<file path="src/rtl/sc_screen_sequencer.sv">
// Game-flow controller for the RoadFighter LED screen row MUX bank.
// Optional pause feature: define SC_SCREENSEQ_PAUSE_EN.
module sc_screen_sequencer #(
  parameter int SELECT_WIDTH    = 2,
  parameter int ROWS            = 7,
  parameter int COUNTDOWN_TICKS = 3,
  parameter int GAMEOVER_TICKS  = 8,
  parameter int SCORE_WIDTH     = 8
) (
  input  logic                         SC_SCREENSEQ_CLOCK_50,
  input  logic                         SC_SCREENSEQ_RESET_InLow,
  input  logic                         SC_SCREENSEQ_START_InLow,
  input  logic                         SC_SCREENSEQ_TICK_InHigh,
  input  logic                         SC_SCREENSEQ_CRASH_InHigh,
  output logic [ROWS*SELECT_WIDTH-1:0] SC_SCREENSEQ_SELECT_OutBUS,
  output logic [2:0]                   SC_SCREENSEQ_STATE_OutBUS,
  output logic [SCORE_WIDTH-1:0]       SC_SCREENSEQ_SCORE_OutBUS,
  output logic                         SC_SCREENSEQ_RUN_OutHigh
);

  localparam int SEL_W = ROWS * SELECT_WIDTH;
  localparam int MAX_T = (COUNTDOWN_TICKS > GAMEOVER_TICKS) ?
                         COUNTDOWN_TICKS : GAMEOVER_TICKS;
  localparam int CNT_W = $clog2(MAX_T + 1);

  localparam logic [CNT_W-1:0] CD_LAST = CNT_W'(COUNTDOWN_TICKS - 1);
  localparam logic [CNT_W-1:0] GO_LAST = CNT_W'(GAMEOVER_TICKS - 1);

  localparam logic [SELECT_WIDTH-1:0] ONE_F = SELECT_WIDTH'(1);
  localparam logic [SELECT_WIDTH-1:0] ROAD  = SELECT_WIDTH'(2);
  localparam logic [SEL_W-1:0]        SEL_ONES = {ROWS{ONE_F}};

  typedef enum logic [2:0] {
    IDLE      = 3'd0,
    COUNTDOWN = 3'd1,
    RUN       = 3'd2,
    GAMEOVER  = 3'd3,
    PAUSE     = 3'd4
  } state_t;

  state_t                 state_q, state_d;
  logic [CNT_W-1:0]       cnt_q, cnt_d;
  logic [SEL_W-1:0]       sel_q, sel_d;
  logic [SCORE_WIDTH-1:0] score_q, score_d;
  logic                   run_q, run_d;
  logic                   start_q;
  logic                   press, tick, crash;

  assign press = start_q & ~SC_SCREENSEQ_START_InLow;
  assign tick  = SC_SCREENSEQ_TICK_InHigh;
  assign crash = SC_SCREENSEQ_CRASH_InHigh;

  // State, counters, outputs and button history registers
  always_ff @(posedge SC_SCREENSEQ_CLOCK_50 or
              negedge SC_SCREENSEQ_RESET_InLow) begin
    if (!SC_SCREENSEQ_RESET_InLow) begin
      state_q <= IDLE;
      cnt_q   <= '0;
      sel_q   <= '0;
      score_q <= '0;
      run_q   <= 1'b0;
      start_q <= 1'b1;
    end else begin
      state_q <= state_d;
      cnt_q   <= cnt_d;
      sel_q   <= sel_d;
      score_q <= score_d;
      run_q   <= run_d;
      start_q <= SC_SCREENSEQ_START_InLow;
    end
  end

  // Next-state and next-output decode
  always_comb begin
    state_d = state_q;
    cnt_d   = cnt_q;
    sel_d   = sel_q;
    score_d = score_q;
    case (state_q)
      IDLE: begin
        sel_d = '0;
        if (press) begin
          state_d = COUNTDOWN;
          cnt_d   = '0;
          score_d = '0;
          sel_d   = SEL_ONES;
        end
      end
      COUNTDOWN: begin
        if (tick) begin
          if (cnt_q == CD_LAST) begin
            state_d = RUN;
            cnt_d   = '0;
            sel_d   = '0;
          end else begin
            cnt_d = cnt_q + CNT_W'(1);
          end
        end
      end
      RUN: begin
        if (crash) begin
          state_d = GAMEOVER;
          sel_d   = SEL_ONES;
          cnt_d   = '0;
`ifdef SC_SCREENSEQ_PAUSE_EN
        end else if (press) begin
          state_d = PAUSE;
`endif
        end else if (tick) begin
          sel_d = {sel_q[SEL_W-SELECT_WIDTH-1:0], ROAD};
          if (score_q != '1)
            score_d = score_q + SCORE_WIDTH'(1);
        end
      end
      GAMEOVER: begin
        if (tick) begin
          if (cnt_q == GO_LAST) begin
            state_d = IDLE;
            sel_d   = '0;
            cnt_d   = '0;
          end else begin
            sel_d = (sel_q == '0) ? SEL_ONES : '0;
            cnt_d = cnt_q + CNT_W'(1);
          end
        end
      end
`ifdef SC_SCREENSEQ_PAUSE_EN
      PAUSE: begin
        if (crash) begin
          state_d = GAMEOVER;
          sel_d   = SEL_ONES;
          cnt_d   = '0;
        end else if (press) begin
          state_d = RUN;
        end
      end
`endif
      default: begin
        state_d = IDLE;
        sel_d   = '0;
        cnt_d   = '0;
      end
    endcase
    run_d = (state_d == RUN);
  end

  assign SC_SCREENSEQ_SELECT_OutBUS = sel_q;
  assign SC_SCREENSEQ_STATE_OutBUS  = state_q;
  assign SC_SCREENSEQ_SCORE_OutBUS  = score_q;
  assign SC_SCREENSEQ_RUN_OutHigh   = run_q;

endmodule
</file>
<file path="config.mk">
export PLATFORM = sky130hd
export DESIGN_NAME = sc_screen_sequencer
export DESIGN_NICKNAME = d
export VERILOG_FILES = /design/src/rtl/sc_screen_sequencer.sv
export SDC_FILE = /design/constraint.sdc
export NUM_CORES = 1
export LEC_CHECK = 0
export CELL_PAD_IN_SITES_DETAIL_PLACEMENT = 0
export CELL_PAD_IN_SITES_GLOBAL_PLACEMENT = 1
export CORE_ASPECT_RATIO = 1.75
export CORE_MARGIN = 2
export CORE_UTILIZATION = 29
export DETAILED_ROUTE_END_ITERATION = 16
export PLACE_DENSITY_LB_ADDON = 0.1
export SYNTH_ARGS = -nofsm -noshare
export SYNTH_HDL_FRONTEND = slang
export SYNTH_SLANG_ARGS = --single-unit
</file>
<file path="constraint.sdc">
create_clock -name SC_SCREENSEQ_CLOCK_50 -period 5.6 [get_ports SC_SCREENSEQ_CLOCK_50]
set_clock_uncertainty 0.1 [all_clocks]
set_input_delay 1.12 -clock SC_SCREENSEQ_CLOCK_50 [delete_from_list [all_inputs] [get_ports SC_SCREENSEQ_CLOCK_50]]
set_output_delay 1.12 -clock SC_SCREENSEQ_CLOCK_50 [all_outputs]
set_load 0.005 [all_outputs]
</file>
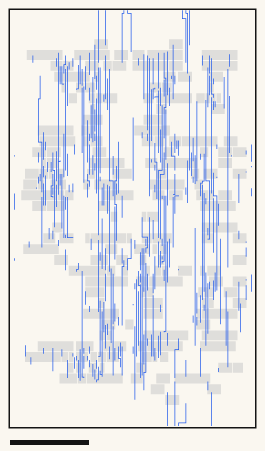
(run_1/met2.png)
Bar = 20 microns.
- wire length on this layer: 2,360 microns
- main direction: vertical
- longest straight run: 50.0 microns

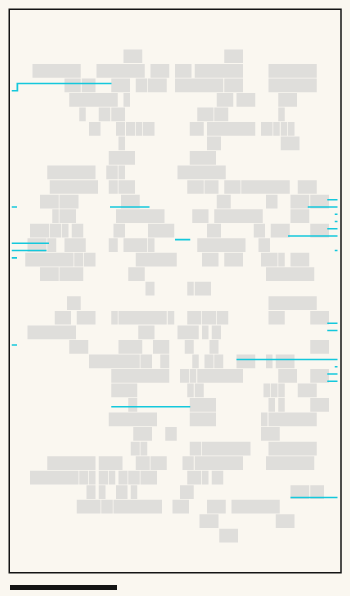
(run_1/met3.png)
Bar = 20 microns.
- nets with wire on the layer: 21
- share of all routed wire: 2.7%
- wire length on this layer: 111 microns
- main direction: horizontal
- longest straight run: 18.6 microns

==> impl_metrics.ini, run 1 <==
; implementation run metrics
[critical_path]
crit_path_end = SC_SCREENSEQ_STATE_OutBUS[1]
max_stage_delay_ns = 0.76
cp_cell_sequence = clkdlybuf4s50_1
worstPathArrival_ns = 1.67
ff2ff_setup_slack_ns = 3.34
slowest_stage = dfrtp_1
ff2ff_path_depth = 4
critPathRequiredTime_ns = 4.38
cp.depth = 1

[global_route]
globalRouteMet2Util_pct = 25.3
grt_usage_pct = 14.3
grt_max_degree = 32
met1_usage_pct = 16.1
antenna_found_initial = 0
met3_usage_pct = 2.82

[placement]
gp_congestion = 0.707
port_buffers = 30
place_area_sq_um = 2050

[final_timing]
finalSetupViolCount = 0
finalCritPeriodShare_pct = 51.6
hold_viol = 0
worst_pin_slew_ns = 0.738
slew_viol_final = 0
slew_headroom_pct = 50.8

[min_path]
hold_depth = 1
hold_start = SC_SCREENSEQ_SELECT_OutBUS[12]$_DFFE_PN0P_
hold_path.class = reg -> reg

[route]
drt_iter0_drc = 45
highest_layer = met4
first_pass_iters = 4
vias = 1393
wl_met1_mm = 1.67
wirelength_mm = 4.19

[synthesis]
yosysWarnings = 0
ys_seq_share_pct = 45.8
syn_avg_cell_area_sq_um = 10.2
topCellsByArea = dfrtp_1, a211o_1, mux2i_1, nand2_1, o21a_1
yosysTopAreaCell = dfrtp_1
async_flop_share_pct = 100
edf_count = 0
ys.flop_type = dfrtp_1
synthCells = 166

[finish]
syn_to_final_growth_pct = 27.8
stdcell_count = 274
comb-cell-share_pct = 38.5
drive_gt1_share_pct = 9.09
buffers = 31
inv_count = 10
multi_input_comb_cells = 118
layout.nets = 205
diodes = 0
seq_area_sq_um = 777
fin_area_sq_um = 2170

[die]
chipArea_sq_um = 6510
n_tap_cell = 76

[clock_network]
cts.sinks = 31
root_buffer = clkbuf_8
cts_tree = built
hold_buffers = 0
postCtsSetupBuffers = 0
cts_resized = 0

[pwr]
ir_drop_mv = 0.132
leakagePower_uw = 0.000918
power_density_nw_per_um2 = 236

[run_status]
status = finished, final reports clean

[flow_run]
tool_warnings = 27
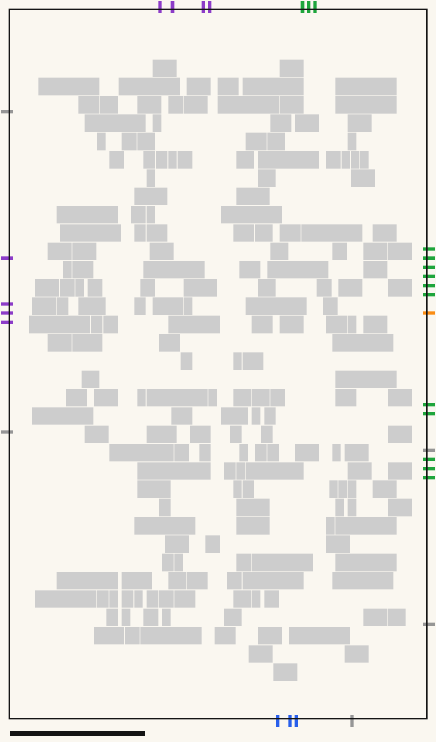
(run_1/pins.png)
Bar = 20 microns. Pins as bars across the die edge, other pins in grey.
- orange: `SC_SCREENSEQ_TICK_InHigh` (pins 1; direction input; edge right)
- purple: `SC_SCREENSEQ_SCORE_OutBUS` (pins 8; direction output; edge 4 left, 4 top)
- blue: `SC_SCREENSEQ_STATE_OutBUS` (pins 3; direction output; edge bottom)
- green: `SC_SCREENSEQ_SELECT_OutBUS` (pins 14; direction output; edge 11 right, 3 top)
- all pins by edge: 14 right, 7 top, 6 left, 4 bottom

[run 1: state kept, by name, indices dropped and copies added (netlist names)]
register                    flops
SC_SCREENSEQ_SELECT_OutBUS     14
SC_SCREENSEQ_SCORE_OutBUS       8
start_q                         1
cnt_q                           4
SC_SCREENSEQ_RUN_OutHigh        1
SC_SCREENSEQ_STATE_OutBUS       3
[run 1: synth_stat cells (all sizes together) (2+ instances only)]
library cell  number
buf                6
ha                 3
o221ai             2
nand4              3
inv               10
nand3              5
nor2               6
or3b               2
o21ai              7
or2                2
nand2b             4
a211o             11
a21oi              7
or3                3
dfrtp             30
and3               2
a211oi             2
o22ai              3
nor4               4
nor3b              3
o21bai             2
nor3               2
mux2i              6
nand2             16
o21a               6
nor4b              2
[run 1: logic make-up after synthesis]
family,count (synthesis),synth area share (%)
AND-OR/OR-AND,49,22.0
adder cells (fa/ha/maj),3,2.21
buffers and inverters,17,5.08
flip-flops,31,45.8
multiplexers,7,4.20
other,1,0.221
AND/OR/NAND/NOR,58,20.6
[run 1: where the power goes]
part           internal, uW  switching [uW]  leakage [uW]
clock                   144            87.2     0.0000612
combinational          20.7            22.6      0.000434
sequential              229            7.77      0.000423
total                   394             118      0.000918
[run 1: per-stage QoR]
step	hold slack [ns]	util (%)	worst slack [ns]
detailed placement	0.408	36.4	2.43
global placement	0.403	36.4	2.47
global route	0.446	38.5	2.60
CTS	0.428	38.5	2.69
finish	0.431	38.5	2.71
floorplan	0.393	-	3.15
[run 1: cell usage in the layout (no fill, tap or decap), types with 4 or more instances in the layout]
master	n
a211o_1	11
a21oi_1	7
clkbuf_8	6
clkdlybuf4s50_1	30
dfrtp_1	30
inv_1	10
mux2i_1	6
nand2_1	16
nand2b_1	4
nand3_1	5
nor2_1	6
nor4_1	4
o21a_1	6
o21ai_0	5
==> run_1/met1.png <==
Bar = 20 microns.
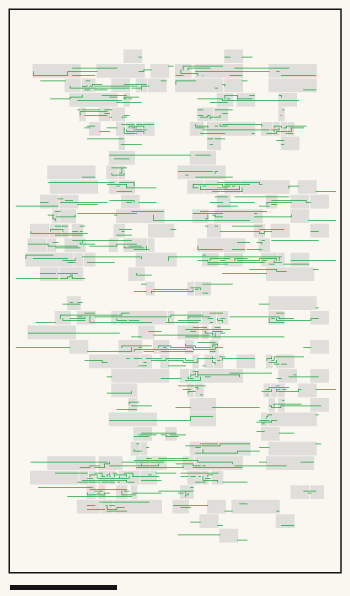

==> run 1 -> run 2 <==
clock period = 2.6 ns   (was 5.6 ns; I/O delays follow)
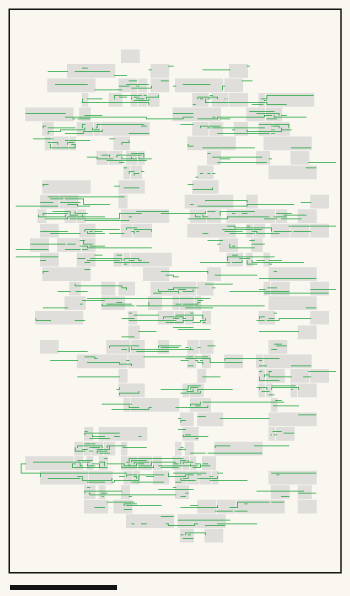
(run_2/met1.png)
Bar = 20 microns.
- nets with wire on the layer: 189
- wire length on this layer: 1,670 microns
- longest straight run: 23.9 microns
- main direction: horizontal

==> run 2 against run 1 <==
First-iteration DRC count increased by 2.2%. Power increased by 92%. Via count decreased by 0.22%. Non-clock buffer count increased by 7. Hold slack improved by 0.0035 ns. Area after synthesis unchanged. Core utilization increased by 0.33 points. Cell count increased by 2.6%. Cell area increased by 0.87%.
==> impl_metrics.ini, run 2 <==
; implementation run metrics
[run_status]
status = finished, final reports clean

[clock_network]
clockBufferDepth = 2
hold_buffers = 0
htreeDepth = 2
cts.sinks = 31
root_buffer = clkbuf_8
cts_tree = built
numCtsBuffers = 5
cts_resized = 0
postCtsSetupBuffers = 0
worstSkewPairLatency_ns = 0.28

[route]
wirelength_mm = 4.24
vias = 1390
first_pass_iters = 4
drt_iter0_drc = 46

[synthesis]
top_cell = dfrtp_1
edf_count = 0
topCellsByArea = dfrtp_1, a211o_1, mux2i_1, nand2_1, o21a_1
yosysTopAreaCell = dfrtp_1
ys.flop_type = dfrtp_1
syn_avg_cell_area_sq_um = 10.2
synthCells = 166
syn_area_sq_um = 1700
ys_seq_share_pct = 45.8
synthTopCellsByCount = dfrtp_1, nand2_1, a211o_1
yosysWarnings = 0
async_flop_share_pct = 100

[final_timing]
slew_viol_final = 0
setup_ws_ns = 0.505
worst_pin_slew_ns = 0.707
fmax_mhz = 477
finalCritPeriodShare_pct = 80.6
slew_headroom_pct = 52.8
rsz0062_at_grt = false
finalSetupViolCount = 0
holdWs_ns = 0.434
hold_viol = 0

[finish]
diodes = 0
seq_area_sq_um = 777
fin_area_sq_um = 2190
syn_to_final_growth_pct = 28.9
largest_reg_flops = 14
drive_gt1_share_pct = 12.2
stdcell_count = 281
final_cell_mix = dfrtp_1, clkdlybuf4s50_1, nand2_1
final_core_util_pct = 38.9
layout.nets = 212

[placement]
gp_congestion = 0.731
place_area_sq_um = 2100
pre_cts_ws_ns = 0.246
port_buffers = 30

[pwr]
leakagePower_uw = 0.000939
ir_drop_mv = 0.293
power_density_nw_per_um2 = 448

[global_route]
grt_max_degree = 32
grt_usage_pct = 14.8
antenna_found_initial = 0

[critical_path]
worstPathArrival_ns = 1.48
cp_cell_sequence = clkdlybuf4s50_1
slowest_stage = dfrtp_1
max_stage_delay_ns = 0.61
critPathLaunchType = register
critPathRequiredTime_ns = 1.98
end_kind = output pin

[die]
chipArea_sq_um = 6510
die_h_microns = 105

[min_path]
hold_start = SC_SCREENSEQ_SELECT_OutBUS[13]$_DFFE_PN0P_
hold_path.class = reg -> reg

[flow_run]
tool_warnings = 27
run 2: cell counts after synthesis:
No cell type changed its count.
run 2: final timing paths:
path / endpoint / cells after the start / slack (ns)
setup / recovery: SC_SCREENSEQ_STATE_OutBUS[1] / 1 / 0.50
hold / removal: SC_SCREENSEQ_SELECT_OutBUS[13]$_DFFE_PN0P_ / 1 / 0.43
setup reg to reg: SC_SCREENSEQ_SELECT_OutBUS[12]$_DFFE_PN0P_ / 5 / 0.53
hold reg to reg: SC_SCREENSEQ_SELECT_OutBUS[13]$_DFFE_PN0P_ / 1 / 0.43
max in group asynchronous: start_q$_DFF_PN1_ / 2 / 1.53
min in group asynchronous: SC_SCREENSEQ_RUN_OutHigh$_DFF_PN0_ / 2 / 0.54
run 2: final cells by class:
cell class                 instances  share of cell area, %
multi-input combinational        118                   38.1
clock buffer                       5                   3.14
inverter                          10                   1.72
timing repair buffer              38                   16.5
clock inverter                     3                  0.686
tap                               76                   4.35
sequential                        31                   35.5
run 2: kinds of logic after synthesis:
group / Yosys count / synth area share (%)
flip-flops: 31 / 45.8
adder cells (fa/ha/maj): 3 / 2.21
other: 1 / 0.221
AND-OR/OR-AND: 49 / 22.0
multiplexers: 7 / 4.20
AND/OR/NAND/NOR: 58 / 20.6
buffers and inverters: 17 / 5.08
run 2: report_power, final:
part           internal (uW)  leakage (uW)  switching (uW)
Sequential               494      0.000423            11.2
Clock                    183     0.0000477             188
Combinational           48.8      0.000469            55.3
run 2: layer usage:
layer | part of all wire [%] | global-route usage [%] | vias to the layer above
met5 | 0 | 0 | -
met4 | 1.6 | 5.02 | 0
met3 | 2.7 | 3.07 | 5
met2 | 56 | 26.4 | 25
met1 | 39 | 16.5 | 675
li1 | - | - | 685
Power is estimated from default activity; no workload was simulated.
